`src/rtl/rvfi_csr_access_ctrl.sv`:
```
// rvfi_csr_access_ctrl
// Puts Zicsr instructions (CSRRW/S/C and their immediate forms) from two requesters onto one
// single-ported CSR file. Port 0 is the core pipeline and port 1 is the debug module. Each
// read-modify-write runs as discrete READ / CAPT / WRITE cycles. Every access produces an
// RVFI-style record (rmask/rdata/wmask/wdata) that the csrw checks can consume directly.
//
// Ports
//   clock, reset           : clock; synchronous active-high reset
//   req_valid/req_ready    : per-requester handshake; grant is one-hot and only given in IDLE
//   req_op                 : funct3[1:0] per requester (1=RW, 2=RS, 3=RC, 0=illegal)
//   req_csr/req_src        : CSR index and rs1/uimm operand per requester
//   req_src_x0/req_rd_x0   : operand field is zero / rd is x0 (these suppress the write / read)
//   csr_addr/re/rdata      : CSR file read port; rdata is valid the cycle after re
//   csr_hwmask             : writable-bit mask for csr_addr
//   csr_we/csr_wdata       : CSR file write port
//   rsp_*                  : response handshake plus the access record
module rvfi_csr_access_ctrl #(
  parameter int unsigned XLEN   = 32,
  parameter int unsigned CSR_AW = 12
) (
  input  logic                  clock,
  input  logic                  reset,
  input  logic [1:0]            req_valid,
  output logic [1:0]            req_ready,
  input  logic [3:0]            req_op,
  input  logic [2*CSR_AW-1:0]   req_csr,
  input  logic [2*XLEN-1:0]     req_src,
  input  logic [1:0]            req_src_x0,
  input  logic [1:0]            req_rd_x0,
  output logic [CSR_AW-1:0]     csr_addr,
  output logic                  csr_re,
  input  logic [XLEN-1:0]       csr_rdata,
  input  logic [XLEN-1:0]       csr_hwmask,
  output logic                  csr_we,
  output logic [XLEN-1:0]       csr_wdata,
  output logic                  rsp_valid,
  input  logic                  rsp_ready,
  output logic                  rsp_id,
  output logic                  rsp_illegal,
  output logic [XLEN-1:0]       rsp_rmask,
  output logic [XLEN-1:0]       rsp_rdata,
  output logic [XLEN-1:0]       rsp_wmask,
  output logic [XLEN-1:0]       rsp_wdata
);

  localparam logic [2:0] StIdle  = 3'd0;
  localparam logic [2:0] StRead  = 3'd1;
  localparam logic [2:0] StCapt  = 3'd2;
  localparam logic [2:0] StWrite = 3'd3;
  localparam logic [2:0] StResp  = 3'd4;

  logic [2:0]        state_q, state_d;
  logic              ptr_q, ptr_d;
  logic              id_q, id_d;
  logic [1:0]        op_q, op_d;
  logic [CSR_AW-1:0] addr_q, addr_d;
  logic [XLEN-1:0]   src_q, src_d;
  logic              do_read_q, do_read_d;
  logic              do_write_q, do_write_d;
  logic              illegal_q, illegal_d;
  logic [XLEN-1:0]   old_q, old_d;
  logic [XLEN-1:0]   wmask_q, wmask_d;
  logic [XLEN-1:0]   wdata_q, wdata_d;

  logic              any_valid, gnt;
  logic [1:0]        sel_op;
  logic [CSR_AW-1:0] sel_csr;
  logic [XLEN-1:0]   sel_src;
  logic              sel_src_x0, sel_rd_x0, sel_do_read, sel_do_write;
  logic [XLEN-1:0]   new_val;
  logic [2:0]        st;

  // Output decode treats the reset cycle as IDLE, so nothing is strobed while reset is high.
  assign st = reset ? StIdle : state_q;

  assign any_valid = |req_valid;
  // The pointer only matters when both requesters are valid.
  assign gnt = (req_valid == 2'b11) ? ptr_q : req_valid[1];

  always_comb begin
    sel_op     = req_op[1:0];
    sel_csr    = req_csr[CSR_AW-1:0];
    sel_src    = req_src[XLEN-1:0];
    sel_src_x0 = req_src_x0[0];
    sel_rd_x0  = req_rd_x0[0];
    if (gnt) begin
      sel_op     = req_op[3:2];
      sel_csr    = req_csr[2*CSR_AW-1:CSR_AW];
      sel_src    = req_src[2*XLEN-1:XLEN];
      sel_src_x0 = req_src_x0[1];
      sel_rd_x0  = req_rd_x0[1];
    end
    sel_do_read  = (sel_op != 2'd0) && ((sel_op != 2'd1) || !sel_rd_x0);
    sel_do_write = (sel_op != 2'd0) && ((sel_op == 2'd1) || !sel_src_x0);
  end

  always_comb begin
    new_val = '0;
    case (op_q)
      2'd1:    new_val = src_q;
      2'd2:    new_val = old_q | src_q;
      2'd3:    new_val = old_q & ~src_q;
      default: new_val = '0;
    endcase
  end

  always_comb begin
    state_d    = state_q;
    ptr_d      = ptr_q;
    id_d       = id_q;
    op_d       = op_q;
    addr_d     = addr_q;
    src_d      = src_q;
    do_read_d  = do_read_q;
    do_write_d = do_write_q;
    illegal_d  = illegal_q;
    old_d      = old_q;
    wmask_d    = wmask_q;
    wdata_d    = wdata_q;
    case (state_q)
      StIdle: begin
        if (any_valid) begin
          ptr_d      = ~gnt;
          id_d       = gnt;
          op_d       = sel_op;
          addr_d     = sel_csr;
          src_d      = sel_src;
          do_read_d  = sel_do_read;
          do_write_d = sel_do_write;
          illegal_d  = (sel_op == 2'd0);
          if (sel_op == 2'd0) state_d = StResp;
          else if (sel_do_read) state_d = StRead;
          else state_d = StWrite;
        end
      end
      StRead:  state_d = StCapt;
      StCapt: begin
        old_d   = csr_rdata;
        state_d = do_write_q ? StWrite : StResp;
      end
      StWrite: begin
        wmask_d = csr_hwmask;
        wdata_d = new_val & csr_hwmask;
        state_d = StResp;
      end
      StResp: begin
        if (rsp_ready) state_d = StIdle;
      end
      default: state_d = StIdle;
    endcase
  end

  always_ff @(posedge clock) begin
    if (reset) begin
      state_q    <= StIdle;
      ptr_q      <= 1'b0;
      id_q       <= 1'b0;
      op_q       <= 2'd0;
      addr_q     <= '0;
      src_q      <= '0;
      do_read_q  <= 1'b0;
      do_write_q <= 1'b0;
      illegal_q  <= 1'b0;
      old_q      <= '0;
      wmask_q    <= '0;
      wdata_q    <= '0;
    end else begin
      state_q    <= state_d;
      ptr_q      <= ptr_d;
      id_q       <= id_d;
      op_q       <= op_d;
      addr_q     <= addr_d;
      src_q      <= src_d;
      do_read_q  <= do_read_d;
      do_write_q <= do_write_d;
      illegal_q  <= illegal_d;
      old_q      <= old_d;
      wmask_q    <= wmask_d;
      wdata_q    <= wdata_d;
    end
  end

  always_comb begin
    req_ready = 2'b00;
    if ((st == StIdle) && any_valid && !reset) req_ready = gnt ? 2'b10 : 2'b01;
    csr_addr    = reset ? '0 : addr_q;
    csr_re      = (st == StRead);
    csr_we      = (st == StWrite);
    csr_wdata   = csr_we ? new_val : '0;
    rsp_valid   = (st == StResp);
    rsp_id      = rsp_valid & id_q;
    rsp_illegal = rsp_valid & illegal_q;
    rsp_rmask   = (rsp_valid && do_read_q)  ? '1      : '0;
    rsp_rdata   = (rsp_valid && do_read_q)  ? old_q   : '0;
    rsp_wmask   = (rsp_valid && do_write_q) ? wmask_q : '0;
    rsp_wdata   = (rsp_valid && do_write_q) ? wdata_q : '0;
  end

endmodule

```
`config.mk`:
```
export PLATFORM = sky130hd
export DESIGN_NAME = rvfi_csr_access_ctrl
export DESIGN_NICKNAME = d
export VERILOG_FILES = /design/src/rtl/rvfi_csr_access_ctrl.sv
export SDC_FILE = /design/constraint.sdc
export NUM_CORES = 1
export LEC_CHECK = 0
export CAP_MARGIN = 20
export CORE_UTILIZATION = 42
export DETAILED_ROUTE_END_ITERATION = 10
export PLACE_DENSITY = 0.84
export SYNTH_ARGS = -nofsm -noshare
export SYNTH_HDL_FRONTEND = slang
export SYNTH_SLANG_ARGS = --single-unit
export TNS_END_PERCENT = 20
```
`constraint.sdc`:
```
create_clock -name clock -period 3.63 [get_ports clock]
set_input_delay 0.9075 -clock clock [delete_from_list [all_inputs] [get_ports clock]]
set_output_delay 0.9075 -clock clock [all_outputs]
set_load 0.1 [all_outputs]
```
==> results.json <==
{
  "comb-cell-share_pct": 29.75,
  "critical_path.reg2reg.startpoint": "state_q[2]",
  "crit_path_start_kind": "flip-flop",
  "detailedPlacementHpwl_mm": 21.72,
  "p_clk_uw": 1730,
  "fp_util_pct": 43.08,
  "pwr.group.sequential_uw": 2010,
  "cap_violations": 0,
  "die_w_um": 135.2,
  "layout.clock_buffers": 17,
  "tap_cells": 225,
  "pwr-share-clk_pct": 33.4,
  "irDropWorstVdd_v": 0.0002924,
  "io_pins": 344,
  "cp_num_buf_inv": 1,
  "power.combinational.fraction_pct": 27.7,
  "nNonClkInverters": 6,
  "drtAntennaViolNets": 0,
  "synth_cell_types": 44,
  "drc": 0,
  "highest_achievable_clock_rate_mhz": 293.3,
  "async_reset_ff_share_pct": 0,
  "yosys_warnings": 0,
  "fin_crit_ns": 3.410,
  "finalWeightedCongestion": 0.9399,
  "total_power_uw": 5165,
  "ys_ff": 150,
  "clkTransAtPathRegs_ns": 0.06,
  "power.static_leakage_uw": 0.005200,
  "grt_setup_unrepaired": "false",
  "postCtsHoldBufs": 0,
  "first_global_vias": 8121,
  "grt_overflow_total": 0,
  "post_drt_via_cell_ratio": 5.611,
  "design.seq.count": 150,
  "cp-end-kind": "output pin",
  "rrSetupSlack_ns": 1.44,
  "layout_top_cell": "sky130_fd_sc_hd__nand2_1",
  "hold_path.startpoint": "wdata_q[29]",
  "final_setup_violation_count": 0,
  "finalNonFillerCells": 1454,
  "status": "completed"
}
[cell families (layout without fill, tap and decap cells)]
kind of cell / after synthesis / in the layout / synth area share [%]
multiplexers: 13 / 13 / 1.746
XOR/XNOR: 1 / 1 / 0.1176
buffers and inverters: 117 / 400 / 7.657
AND-OR/OR-AND: 217 / 217 / 20.02
AND/OR/NAND/NOR: 448 / 448 / 30.16
flip-flops: 150 / 150 / 40.30
[sequential cells by signal, indices dropped and copies added, names as in the netlist]
register    flops
src_q          32
illegal_q       1
old_q          32
ptr_q           1
wdata_q        32
addr_q         12
id_q            1
wmask_q        32
do_read_q       1
state_q         3
do_write_q      1
op_q            2
[synth_stat cells, types with 2 or more instances]
library cell               number  area (µm²)
sky130_fd_sc_hd__and3_1        96       600.6
sky130_fd_sc_hd__nor2b_1       36       225.2
sky130_fd_sc_hd__a21oi_1      112       560.5
sky130_fd_sc_hd__a21o_1        16       120.1
sky130_fd_sc_hd__a21boi_0       7       52.55
sky130_fd_sc_hd__buf_4         32       240.2
sky130_fd_sc_hd__o21bai_1       7       52.55
sky130_fd_sc_hd__nand3_1       12       60.06
sky130_fd_sc_hd__clkbuf_1      63       236.5
sky130_fd_sc_hd__mux2i_1       13       130.1
sky130_fd_sc_hd__buf_2          9       45.04
sky130_fd_sc_hd__inv_1          6       22.52
sky130_fd_sc_hd__a211oi_1       3       22.52
sky130_fd_sc_hd__o211ai_1      14       105.1
sky130_fd_sc_hd__dfxtp_1      150        3003
sky130_fd_sc_hd__buf_1          7       26.28
sky130_fd_sc_hd__nor3_1         3       15.01
sky130_fd_sc_hd__nand2b_1      17       106.4
sky130_fd_sc_hd__nand2_1      195       732.0
sky130_fd_sc_hd__or2_2         14       87.58
sky130_fd_sc_hd__nor2_1        33       123.9
sky130_fd_sc_hd__and2_1        35       219.0
sky130_fd_sc_hd__a221o_1       44       440.4
sky130_fd_sc_hd__a211o_1        2       17.52
[metal layers]
metal	routed length (µm)	part of all wire (%)	track usage [%]
met1	10940	37	34.91
met4	1101	3.7	14.48
met2	15300	51	58.15
met3	2603	8.7	8.492
met5	0	0	0
[what timing repair did]
action,CTS,global route
hold endpoints to repair,0,0
setup buffers,0,0
endpoints found under the setup margin,4,0
resized,1,0
[stage by stage]
stage          hold WS, ns  TNS [ns]  instance area [µm²]  worst slack (ns)  util [%]
2_1_floorplan       0.4181    -5.569                 7472           -0.2787         -
6_report            0.4546         0                13200            0.2201     76.34
4_1_cts             0.4545         0                13180            0.1669     76.18
5_1_grt             0.4623         0                13200            0.1179     76.34
3_3_place_gp        0.4253         0                12600            0.4001     72.84
3_5_place_dp        0.4370         0                12600            0.3774     72.84
[worst max-delay path by stage]
stage | endpoint | slack [ns] | cells after the start
floorplan | csr_wdata[17] | -0.28 | 4
global placement | req_ready[1] | 0.40 | 4
detailed placement | rsp_wdata[4] | 0.38 | 5
CTS | csr_wdata[0] | 0.17 | 4
global route | csr_wdata[0] | 0.12 | 4
finish | csr_wdata[0] | 0.22 | 4
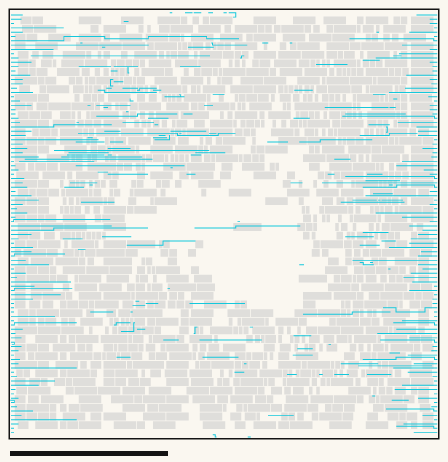
(met3 routing)
Scale bar: 50 µm. Cells faint in the background.
share of all routed wire = 8.7%
wire length on this layer = 2,600 µm
main direction = horizontal
total via count after detailed routing: 8,158
global-route track usage on met3: 8.492%

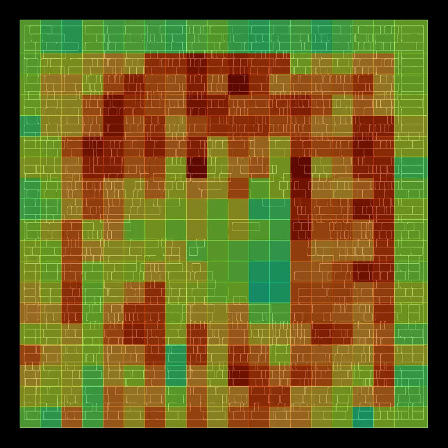
(routing congestion map)
most used routing layer in global routing: met2
gr usage total: 32.15%
met2 global-route usage: 58.15%

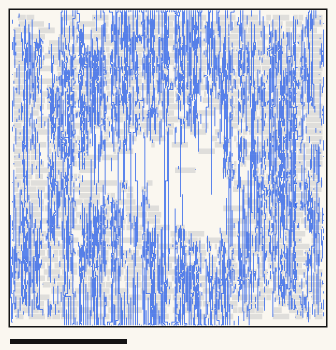
(met2 routing)
Scale bar: 50 µm. Cells faint in the background.
wire length on this layer = 15,300 µm
nets with wire on the layer = 1,211
longest straight run = 75.5 µm
share of all routed wire = 51%
Post-Route WL: 29.95 mm

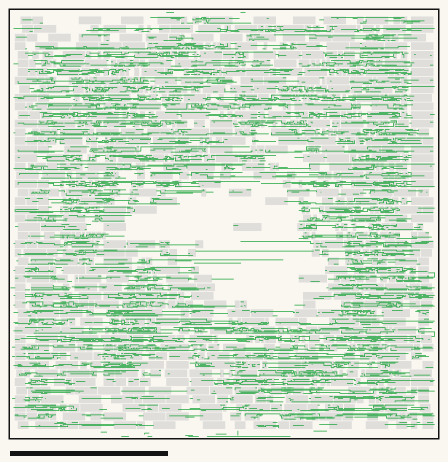
(metal 1)
Scale bar: 50 µm. Cells faint in the background.
wire length on this layer = 10,900 µm
main direction = horizontal
longest straight run = 42.2 µm
nets with wire on the layer = 1,173
share of all routed wire = 37%
met1 Track Usage GR: 34.91%

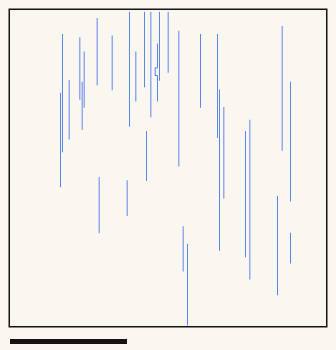
(M4 wires)
Scale bar: 50 µm.
longest straight run = 68.7 µm
main direction = vertical
share of all routed wire = 3.7%
nets with wire on the layer = 28
wire length on this layer = 1,100 µm

Power is estimated from default activity; no workload was simulated.
